===== src/rtl/uart_tx_arb.sv =====
// uart_tx_arb: round-robin, packet-locked sharing of one UART byte
// transmitter between N_REQ byte-stream requesters. A granted requester
// keeps the transmitter until it sends a byte flagged last, or until it
// stalls for GAP_TIMEOUT cycles inside its packet.
module uart_tx_arb #(
   parameter  int N_REQ       = 4,
   parameter  int GAP_TIMEOUT = 1_000_000,
   localparam int IDW         = (N_REQ > 1) ? $clog2(N_REQ) : 1
) (
   input  logic               clk,
   input  logic               rst_n,
   input  logic [N_REQ-1:0]   req_valid,
   input  logic [8*N_REQ-1:0] req_data,
   input  logic [N_REQ-1:0]   req_last,
   output logic [N_REQ-1:0]   req_ready,
   output logic               tx_start,
   output logic [7:0]         tx_data,
   input  logic               tx_busy,
   output logic [IDW-1:0]     grant_id,
   output logic               pkt_active,
   output logic               gap_timeout
);

   localparam int CW = $clog2(GAP_TIMEOUT);

   typedef enum logic [2:0] {IDLE, SEND, WAIT_ACK, WAIT_DONE, HOLD} state_t;

   state_t                  state;
   logic [IDW-1:0]          ptr;
   logic [CW-1:0]           gap_cnt;
   logic                    last_q;

   logic [N_REQ-1:0][7:0]   data_v;
   logic [IDW-1:0]          win_idx;
   logic                    win_vld;
   logic [IDW-1:0]          sel_idx;
   logic                    acc;
   int                      scan;

   assign data_v = req_data;

   // Round-robin winner: first valid index at ptr+1, ptr+2, ... (mod N_REQ).
   // Scanning from the far end lets the nearest valid index overwrite.
   always_comb begin
      win_idx = '0;
      win_vld = 1'b0;
      scan    = 0;
      for (int k = N_REQ; k >= 1; k--) begin
         scan = int'(ptr) + k;
         if (scan >= N_REQ) scan = scan - N_REQ;
         if (req_valid[IDW'(scan)]) begin
            win_vld = 1'b1;
            win_idx = IDW'(scan);
         end
      end
   end

   // One-hot accept: open arbitration in IDLE, owner-only in HOLD, and
   // nothing while the transmitter is busy or reset is asserted.
   always_comb begin
      req_ready = '0;
      if (rst_n && !tx_busy) begin
         case (state)
            IDLE:    if (win_vld) req_ready[win_idx] = 1'b1;
            HOLD:    req_ready[grant_id] = req_valid[grant_id];
            default: req_ready = '0;
         endcase
      end
   end

   assign acc     = |req_ready;
   assign sel_idx = (state == IDLE) ? win_idx : grant_id;

   // Arbiter FSM; every output it drives is registered.
   always_ff @(posedge clk or negedge rst_n) begin
      if (!rst_n) begin
         state       <= IDLE;
         ptr         <= IDW'(N_REQ - 1);
         gap_cnt     <= '0;
         last_q      <= 1'b0;
         grant_id    <= '0;
         tx_data     <= '0;
         tx_start    <= 1'b0;
         pkt_active  <= 1'b0;
         gap_timeout <= 1'b0;
      end else begin
         tx_start    <= 1'b0;
         gap_timeout <= 1'b0;
         case (state)
            IDLE, HOLD: begin
               if (acc) begin
                  tx_data    <= data_v[sel_idx];
                  grant_id   <= sel_idx;
                  last_q     <= req_last[sel_idx];
                  pkt_active <= 1'b1;
                  tx_start   <= 1'b1;
                  state      <= SEND;
               end else if (state == HOLD) begin
                  // A valid owner byte (even if blocked by busy) defers the timeout.
                  if (!req_valid[grant_id] && gap_cnt == CW'(GAP_TIMEOUT - 1)) begin
                     gap_timeout <= 1'b1;
                     pkt_active  <= 1'b0;
                     ptr         <= grant_id;
                     state       <= IDLE;
                  end else if (gap_cnt != CW'(GAP_TIMEOUT - 1)) begin
                     gap_cnt <= gap_cnt + 1'b1;
                  end
               end
            end
            SEND:      state <= WAIT_ACK;
            WAIT_ACK:  if (tx_busy) state <= WAIT_DONE;
            WAIT_DONE: begin
               if (!tx_busy) begin
                  if (last_q) begin
                     pkt_active <= 1'b0;
                     ptr        <= grant_id;
                     state      <= IDLE;
                  end else begin
                     gap_cnt <= '0;
                     state   <= HOLD;
                  end
               end
            end
            default:   state <= IDLE;
         endcase
      end
   end

endmodule


===== config.mk =====
export PLATFORM = sky130hd
export DESIGN_NAME = uart_tx_arb
export DESIGN_NICKNAME = d
export VERILOG_FILES = /design/src/rtl/uart_tx_arb.sv
export SDC_FILE = /design/constraint.sdc
export NUM_CORES = 1
export LEC_CHECK = 0
export ABC_AREA = 1
export CAP_MARGIN = 20
export CELL_PAD_IN_SITES_DETAIL_PLACEMENT = 0
export CELL_PAD_IN_SITES_GLOBAL_PLACEMENT = 1
export CORE_MARGIN = 2
export CORE_UTILIZATION = 41
export CTS_CLUSTER_DIAMETER = 60
export DETAILED_ROUTE_END_ITERATION = 10
export DONT_BUFFER_PORTS = 1
export PLACE_DENSITY_LB_ADDON = 0.1
export SYNTH_ARGS = -nofsm -noshare
export SYNTH_HDL_FRONTEND = slang
export SYNTH_SLANG_ARGS = --single-unit

===== constraint.sdc =====
create_clock -name clk -period 2 [get_ports clk]
set_clock_uncertainty 0.1 [all_clocks]
set_input_delay 0.3 -clock clk [delete_from_list [all_inputs] [get_ports clk]]
set_output_delay 0.3 -clock clk [all_outputs]
set_load 0.01 [all_outputs]

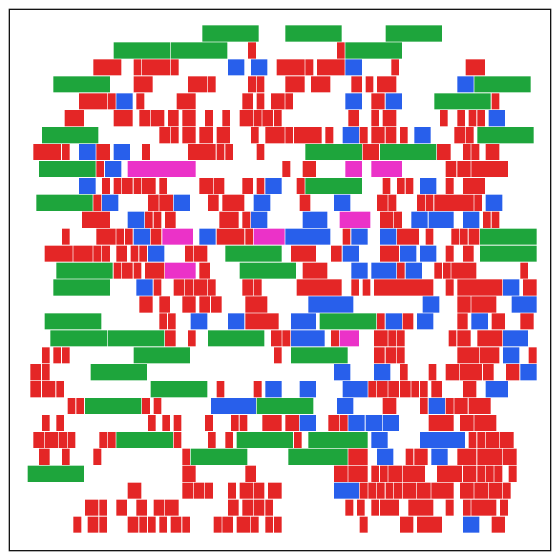
**Above:** cell classes on the final placement.
Key: all other logic = red [cells 353, share of their area 53%]; flip-flops = green [cells 39, share of their area 26%]; clock drivers and dummy loads = magenta [cells 8, share of their area 3.1%]; other buffers and delay cells = blue [cells 73, share of their area 17%]

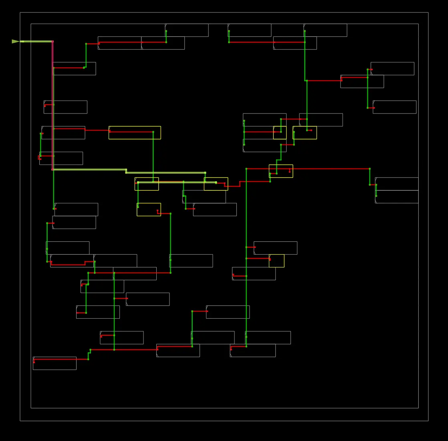
**Above:** the clock network.
Clock Power: 682 µW
worst skew pair latency: 290 ps
CTS Buf Count: 5

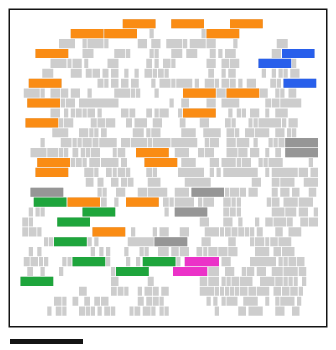
**Above:** sequential cells grouped by signal name.
The bar under the picture is 20 µm long. Other sequential cells in the stronger grey, the rest of the logic in the fainter grey.
Key: state = blue [flops 3]; tx_data = green [flops 8, where lower left]; gap_cnt = orange [flops 20]; ptr = magenta [flops 2]
Another 6 sequential cells are not coloured.
fraction of area in registers: 25.6%
Core Util, Final: 56.9%
sequential power: 1410 µW
register area: 978 µm²

==> Slide: Implementation Results <==
Key Metrics from the Run

Flow run
  • Max Cap Viol: 0

Global routing
  • Initial antenna violation count: 0

Synth
  • Post-synthesis cell count: 405
  • Syn. warnings: 0
  • Post-synth EDFFs: 0
  • Top logic family: simple AND/OR/NAND/NOR gates
  • Post-Syn Nets: 449
  • Mapped Area: 2810 µm²

Finish
  • FILL cells: 630
  • Top flop regs: gap_cnt (20), tx_data (8), state (3)
  • Comb_multi_in: 309
  • CLK BUF: 5

Timing
  • Final setup violation count: 42
  • Fmax: 409 MHz
  • PnR worst setup slack: -442 ps
  • Worst Tran Pin Value: 463 ps

Drt
  • DRT iter0 DRCs: 145
  • DR vias/cell: 5.12

Placed design
  • Final GP Congestion: 0.838
  • Buffers on Ports: 0

Outcome
  • Violated checks: negative setup slack
  • Status: finished, violations left
==> stage by stage <==
| step | hold slack (ps) | area, µm² |
|---|---|---|
| finish | 142 | 3820 |
| global route | 150 | 3820 |
| CTS | 131 | 3650 |
| detailed placement | -94.0 | 3370 |
| global placement | -94.4 | 3370 |
| floorplan | -95.6 | 2830 |
==> worst paths after layout <==
kind | startpoint | end | slack (ps) | cells after the start
max | ptr[0]$_DFFE_PN1P_ | gap_cnt[3]$_DFFE_PN0P_ | -440 | 20
min | tx_busy | state[0]$_DFFE_PN0P_ | 140 | 2
max reg2reg | ptr[0]$_DFFE_PN1P_ | gap_cnt[3]$_DFFE_PN0P_ | -440 | 20
min reg2reg | ptr[1]$_DFFE_PN1P_ | ptr[1]$_DFFE_PN1P_ | 420 | 2
max in group asynchronous | rst_n | ptr[0]$_DFFE_PN1P_ | 1160 | 2
min in group asynchronous | rst_n | tx_data[3]$_DFFE_PN0P_ | 380 | 2
==> layer usage <==
| layer | global-route usage (%) | wire, µm | vias to the layer above |
|---|---|---|---|
| li1 | - | - | 1472 |
| met1 | 28.2 | 3540 | 1313 |
| met2 | 35.4 | 3620 | 45 |
| met3 | 3.62 | 214 | 4 |
| met4 | 3.41 | 41 | 0 |
| met5 | 0 | 0 | - |
==> cells by family (layout without fill, tap and decap cells) <==
group                    count (synthesis)  after routing
AND-OR/OR-AND                           70             70
adder cells (fa/ha/maj)                  1              1
AND/OR/NAND/NOR                        227            227
XOR/XNOR                                11             11
buffers and inverters                   57            125
flip-flops                              39             39
==> power by group <==
group          internal, µW  leakage (µW)  switching (µW)
sequential             1130      0.000498             276
clock                   376     0.0000548             306
combinational          2310       0.00125            3070
total                  3810       0.00180            3660
Power figures rest on the tool's default switching activity, not on a simulated workload.
